### src/rtl/acq_pkg.sv
// Shared types and constants for the acquisition scheduler: FSM states,
// per-sensor command templates and command/result field positions.
package acq_pkg;

    typedef enum logic [2:0] {
        ST_IDLE,
        ST_SELECT,
        ST_ISSUE,
        ST_WAIT,
        ST_CAPTURE,
        ST_GAP
    } state_t;

    localparam int MODE_SLOW_BIT = 31;
    localparam int MODE_FAST_BIT = 30;
    localparam int SEL_MSB       = 29;
    localparam int SEL_LSB       = 27;
    localparam int DONE_BIT      = 31;

    localparam logic [15:0] ABORT_DATA = 16'hFFFF;

    // Sensor select lives in bits 29:27; bits 26:0 carry per-sensor settings.
    localparam logic [31:0] CMD_TEMPLATE [8] = '{
        32'h0000_0000,
        32'h0800_0101,
        32'h1000_0202,
        32'h1800_0303,
        32'h2000_0404,
        32'h2800_0505,
        32'h3000_0606,
        32'h3800_0707
    };

endpackage

### src/rtl/acq_watchdog.sv
// Saturating cycle counter with synchronous clear; flags expiry once the
// count reaches CYCLES-1 and holds there instead of wrapping.
module acq_watchdog
    import acq_pkg::*;
#(
    parameter int CYCLES = 4096
) (
    input  logic i_clk,
    input  logic i_rst_n,
    input  logic i_clear,
    input  logic i_enable,
    output logic o_expired
);

    localparam int            CW   = (CYCLES > 1) ? $clog2(CYCLES) : 1;
    localparam logic [CW-1:0] LAST = CW'(CYCLES - 1);

    logic [CW-1:0] r_count;

    // NOTE: sequential state is written only with <= so every flop samples
    // pre-edge values regardless of block ordering.
    always_ff @(posedge i_clk or negedge i_rst_n) begin
        if (!i_rst_n) begin
            r_count <= '0;
        end else if (i_clear) begin
            r_count <= '0;
        end else if (i_enable && !o_expired) begin
            r_count <= r_count + CW'(1);
        end
    end

    assign o_expired = (r_count == LAST);

endmodule

### src/rtl/acq_scheduler.sv
// Sweeps the latched sensor mask in ascending order, issuing one command per
// sensor, capturing the result (or aborting on watchdog) and idling between.
module acq_scheduler
    import acq_pkg::*;
#(
    parameter int GAP_CYCLES      = 10,
    parameter int WATCHDOG_CYCLES = 4096
) (
    input  logic        i_clk,
    input  logic        i_rst_n,
    input  logic        i_en,
    input  logic        i_start,
    input  logic [7:0]  i_sensor_mask,
    input  logic        i_fast_mode,
    output logic [31:0] o_acq_command,
    input  logic [31:0] i_acq_result,
    output logic        o_result_wr_en,
    output logic [2:0]  o_result_idx,
    output logic [15:0] o_result_data,
    output logic        o_busy,
    output logic        o_sweep_done,
    output logic        o_timeout_err
);

    localparam int            GW       = (GAP_CYCLES > 1) ? $clog2(GAP_CYCLES) : 1;
    localparam logic [GW-1:0] GAP_LAST = GW'(GAP_CYCLES - 1);

    state_t        r_state;
    state_t        w_next_state;
    logic [7:0]    r_mask;
    logic          r_fast;
    logic [2:0]    r_idx;
    logic [GW-1:0] r_gap_cnt;
    logic [2:0]    r_result_idx;
    logic [15:0]   r_result_data;
    logic          r_timeout_err;

    logic          w_found;
    logic [2:0]    w_next_idx;
    logic          w_done;
    logic          w_wd_expired;
    logic          w_start_ok;
    logic [31:0]   w_cmd;
    logic          w_unused;

    assign w_done     = i_acq_result[DONE_BIT];
    assign w_start_ok = (r_state == ST_IDLE) && i_en && i_start;
    assign w_unused   = ^{i_acq_result[30:16], r_mask[0]};

    acq_watchdog #(
        .CYCLES (WATCHDOG_CYCLES)
    ) u_watchdog (
        .i_clk     (i_clk),
        .i_rst_n   (i_rst_n),
        .i_clear   (r_state != ST_WAIT),
        .i_enable  (r_state == ST_WAIT),
        .o_expired (w_wd_expired)
    );

    // Descending scan so the lowest qualifying index is the one left standing.
    always_comb begin
        w_found    = 1'b0;
        w_next_idx = '0;
        for (int i = 7; i >= 1; i--) begin
            if (r_mask[i] && (3'(i) > r_idx)) begin
                w_found    = 1'b1;
                w_next_idx = 3'(i);
            end
        end
    end

    // NOTE: every signal gets a default before the case so no path can leave
    // one unassigned and infer a latch.
    always_comb begin
        w_next_state   = r_state;
        w_cmd          = CMD_TEMPLATE[r_idx];
        w_cmd[SEL_MSB:SEL_LSB] = r_idx;
        w_cmd[MODE_SLOW_BIT]   = ~r_fast;
        w_cmd[MODE_FAST_BIT]   = r_fast;
        o_acq_command  = '0;
        o_result_wr_en = 1'b0;
        o_sweep_done   = 1'b0;

        case (r_state)
            ST_IDLE:    if (i_start) w_next_state = ST_SELECT;
            ST_SELECT: begin
                w_next_state = w_found ? ST_ISSUE : ST_IDLE;
                o_sweep_done = !w_found && i_en;
            end
            ST_ISSUE: begin
                o_acq_command = w_cmd;
                w_next_state  = ST_WAIT;
            end
            ST_WAIT: begin
                o_acq_command = w_cmd;
                if (w_done || w_wd_expired) w_next_state = ST_CAPTURE;
            end
            ST_CAPTURE: begin
                o_result_wr_en = 1'b1;
                w_next_state   = ST_GAP;
            end
            ST_GAP:     if (r_gap_cnt == GAP_LAST) w_next_state = ST_SELECT;
            default:    w_next_state = ST_IDLE;
        endcase

        if (!i_en) w_next_state = ST_IDLE;
    end

    always_ff @(posedge i_clk or negedge i_rst_n) begin
        if (!i_rst_n) begin
            r_state       <= ST_IDLE;
            r_mask        <= '0;
            r_fast        <= 1'b0;
            r_idx         <= '0;
            r_gap_cnt     <= '0;
            r_result_idx  <= '0;
            r_result_data <= '0;
            r_timeout_err <= 1'b0;
        end else begin
            r_state   <= w_next_state;
            r_gap_cnt <= (r_state == ST_GAP) ? r_gap_cnt + GW'(1) : '0;

            if (w_start_ok) begin
                r_mask        <= i_sensor_mask;
                r_fast        <= i_fast_mode;
                r_idx         <= '0;
                r_timeout_err <= 1'b0;
            end

            if (r_state == ST_SELECT && w_found) r_idx <= w_next_idx;

            // Completion is checked first so a same-cycle expiry never aborts.
            if (r_state == ST_WAIT && w_next_state == ST_CAPTURE) begin
                r_result_idx <= r_idx;
                if (w_done) begin
                    r_result_data <= i_acq_result[15:0];
                end else begin
                    r_result_data <= ABORT_DATA;
                    r_timeout_err <= 1'b1;
                end
            end
        end
    end

    assign o_result_idx  = r_result_idx;
    assign o_result_data = r_result_data;
    assign o_busy        = (r_state != ST_IDLE);
    assign o_timeout_err = r_timeout_err;

endmodule

### config.mk
export PLATFORM = sky130hd
export DESIGN_NAME = acq_scheduler
export DESIGN_NICKNAME = d
export VERILOG_FILES = /design/src/rtl/acq_pkg.sv /design/src/rtl/acq_watchdog.sv /design/src/rtl/acq_scheduler.sv
export SDC_FILE = /design/constraint.sdc
export NUM_CORES = 1
export LEC_CHECK = 0
export ABC_AREA = 1
export CELL_PAD_IN_SITES_DETAIL_PLACEMENT = 0
export CELL_PAD_IN_SITES_GLOBAL_PLACEMENT = 2
export CORE_MARGIN = 1.5
export CORE_UTILIZATION = 26
export DETAILED_ROUTE_END_ITERATION = 10
export PLACE_DENSITY = 0.84
export REMOVE_ABC_BUFFERS = 1
export SETUP_SLACK_MARGIN = 0.05
export SLEW_MARGIN = 20
export SYNTH_ARGS = -nofsm -noshare
export SYNTH_HDL_FRONTEND = slang
export SYNTH_SLANG_ARGS = --single-unit
export TNS_END_PERCENT = 100
### constraint.sdc
create_clock -name i_clk -period 4.4 [get_ports i_clk]
set_input_delay 0.88 -clock i_clk [delete_from_list [all_inputs] [get_ports i_clk]]
set_output_delay 0.88 -clock i_clk [all_outputs]
set_load 0.01 [all_outputs]
Register map, names as in the netlist:
(3 px per µm) Other sequential cells in the stronger grey, the rest of the logic in the fainter grey.
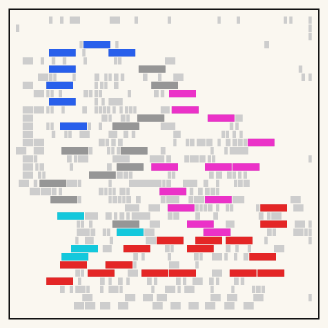
Key: r_mask = blue [flops 7, where north-west]; u_watchdog.r_count = magenta [flops 12]; o_result_data = red [flops 16]; r_gap_cnt = cyan [flops 4, where south-west]

Pin map:
(4 px per µm) Pins as bars across the die edge, other pins in grey.
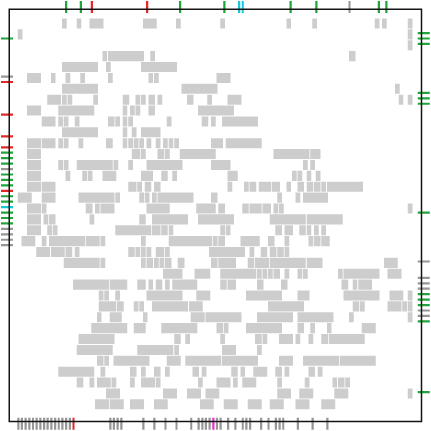
Key: i_en = magenta [pins 1, direction input, edge south]; o_result_idx = cyan [pins 3, direction output, edge 2 north, 1 west]; i_sensor_mask = red [pins 8, direction input, edge 5 west, 2 north, 1 south]; o_acq_command = green [pins 32, direction output, edge 12 west, 12 east, 8 north]
All pins by edge: 45 south, 24 west, 18 east, 13 north.

Routing congestion map:
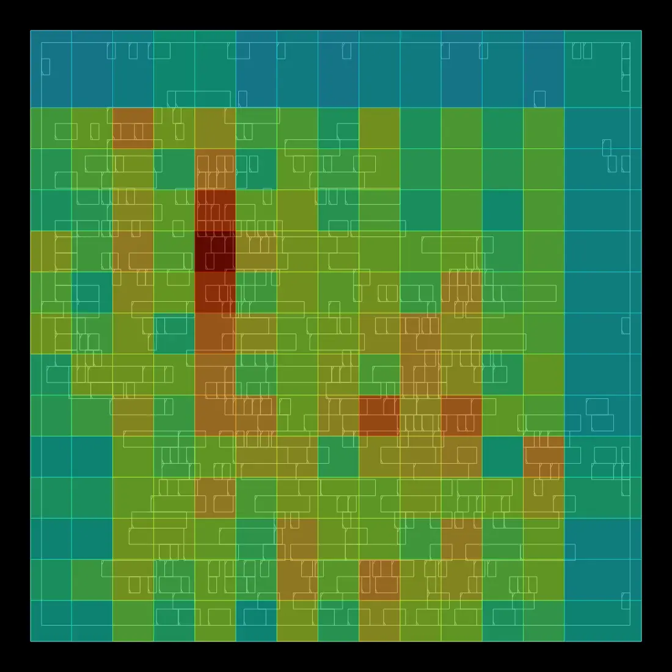
share of the core filled with cells: 34.2%
global routing's busiest layer: met2
met2 Resource Use GR: 20.0%
met1 Usage GRT: 15.0%
Total GRT Usage: 11.9%

==> metrics.yaml <==
critical_path:
  path_cells: "clkdlybuf4s50_1 > inv_1 > nor4_1 > clkdlybuf4s50_1"
  slowest_delay_ps: 610
  critPathCaptureType: "output port"
  path_depth: 4
  cp_top_family: "buffers and inverters"
  crit_start: "i_en"
  arrival_ps: 2470
  crit_path_end: "o_sweep_done"
  worstPathRequired_ps: 3520
  reg2reg_depth: 7
synthesis:
  yosysWarnings: 0
  synthArstFlopShare_pct: 100
  synth_top_area_share_pct: 48.4
  postSynthSeqShare_pct: 48.4
  synth-edff-count: 0
  synth_area_mm2: 0.00258
  top_area_cell: "dfrtp_1"
  ff_type: "dfrtp_1"
  synthTopCellsByCount: "85 x nand2_1, 50 x dfrtp_1, 38 x nor2_1"
  synth.avg_cell_area_um2: 8.20
  area_leaders: "dfrtp_1 48%, nand2_1 12%, buf_4 7.8%, nor2_1 5.5%, nand3_1 3.5%"
pwr:
  power_density_mw_per_mm2: 436
  peakVddDrop_mv: 0.153
  top_power_group: "registers"
  pg_comb_w: 0.000467
  p_sw_share_pct: 33.1
  leakage_nw: 1.51
  p_switching_w: 0.000478
placement:
  place_area_mm2: 0.00320
  dp_slack_ps: 1070
status:
  status: "finished clean"
sta:
  fin_skew_ps: 10.8
  hold_ws_ps: 482
  worst_pin_slew_ps: 601
  hold_viol_final: 0
  fin_ws_ps: 1050
grt:
  grt_antenna_before_repair: 0
  grt_pass1_wl_um: 9820
  grt-ovfl-total: 0
clock_network:
  htreeDepth: 2
  postCtsHoldBufs: 0
detailed_routing:
  drtIter0Drc: 41
min_path:
  worstHoldStart: "r_mask[4]$_DFFE_PN0P_"
  hold_end: "r_mask[4]$_DFFE_PN0P_"
  holdCritPathClass: "reg2reg"
die:
  die_w_um: 103
  die_y_um: 103
finish:
  nets: 419
  diodes: 0
  drive_above_1_share_pct: 5.65
  fill_cells: 1044
A small window of the routed layout:
Region (39, 18) to (64, 43) µm. Cells in grey, sequential cells in the stronger grey; small squares are vias.
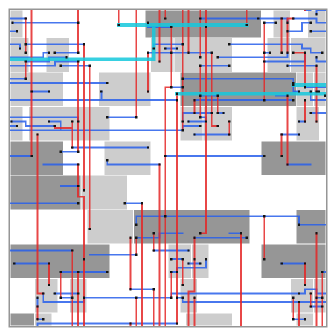
Key: M2 = red; M3 = cyan; M1 = blue
Netlist names of flops here include o_result_data (3), u_watchdog.r_count (3). Sequential cells in the window: 7. 35 logic cells have their middle in the window. Most frequent: dfrtp_1 (7), nand2_1 (5).

Logic cells by family:
(3 px per µm)
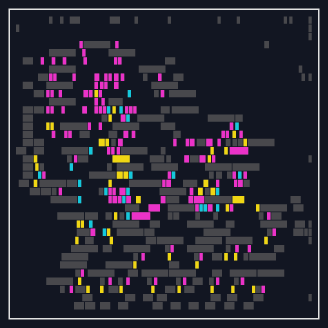
Key: nor cells = yellow [cells 47]; inv cells = cyan [cells 23]; nand cells = magenta [cells 110]

[cells by family (layout without fill, tap and decap cells)]
| logic type | Yosys count | in the layout | synth area share, % |
|---|---|---|---|
| xor gates and xnor gates | 3 | 3 | 1.02 |
| other | 1 | 21 | 0.145 |
| DFF | 50 | 50 | 48.4 |
| AOI/OAI and AO/OA | 42 | 42 | 8.67 |
| buffers and inverters | 57 | 94 | 13.0 |
| and+or+nand+nor | 159 | 159 | 27.3 |
| adders and majority gates | 3 | 3 | 1.45 |
[per-layer routing]
layer  track usage, %  share of wire [%]  up-vias
li1                 -                  -     1073
met3             3.32                6.4        4
met5                0                  0        -
met2             20.0                 47       61
met4             3.16               0.71        0
met1             15.0                 46      957
[metrics by stage]
stage / instances / util [%]
2_1_floorplan: 301 / -
3_3_place_gp: 497 / 33.0
3_5_place_dp: 497 / 33.0
4_1_cts: 505 / 34.2
5_1_grt: 505 / 34.2
6_report: 505 / 34.2
[cell usage in the layout, fill, tap and decap left out, drive strengths merged]
| cell | instances |
|---|---|
| dfrtp | 50 |
| nor3 | 6 |
| nor2 | 40 |
| or2 | 2 |
| a21oi | 11 |
| nand3 | 21 |
| bufinv | 1 |
| inv | 24 |
| nor4 | 1 |
| a31o | 2 |
| xnor2 | 1 |
| xor2 | 2 |
| nand4 | 3 |
| a31oi | 3 |
| clkdlybuf4s50 | 61 |
| conb | 21 |
| clkinv | 1 |
| nand2 | 86 |
| a22oi | 1 |
| buf | 2 |
| ha | 3 |
| o21ai | 25 |
| clkbuf | 5 |
[layout make-up]
class / count / area share [%]
Sequential cell: 50 / 37.8
Multi-Input combinational cell: 228 / 32.3
Timing Repair Buffer: 63 / 18.8
Tap cell: 133 / 5.02
Inverter: 23 / 2.60
Clock buffer: 5 / 2.08
Clock inverter: 3 / 1.43
Power figures rest on the tool's default switching activity, not on a simulated workload.
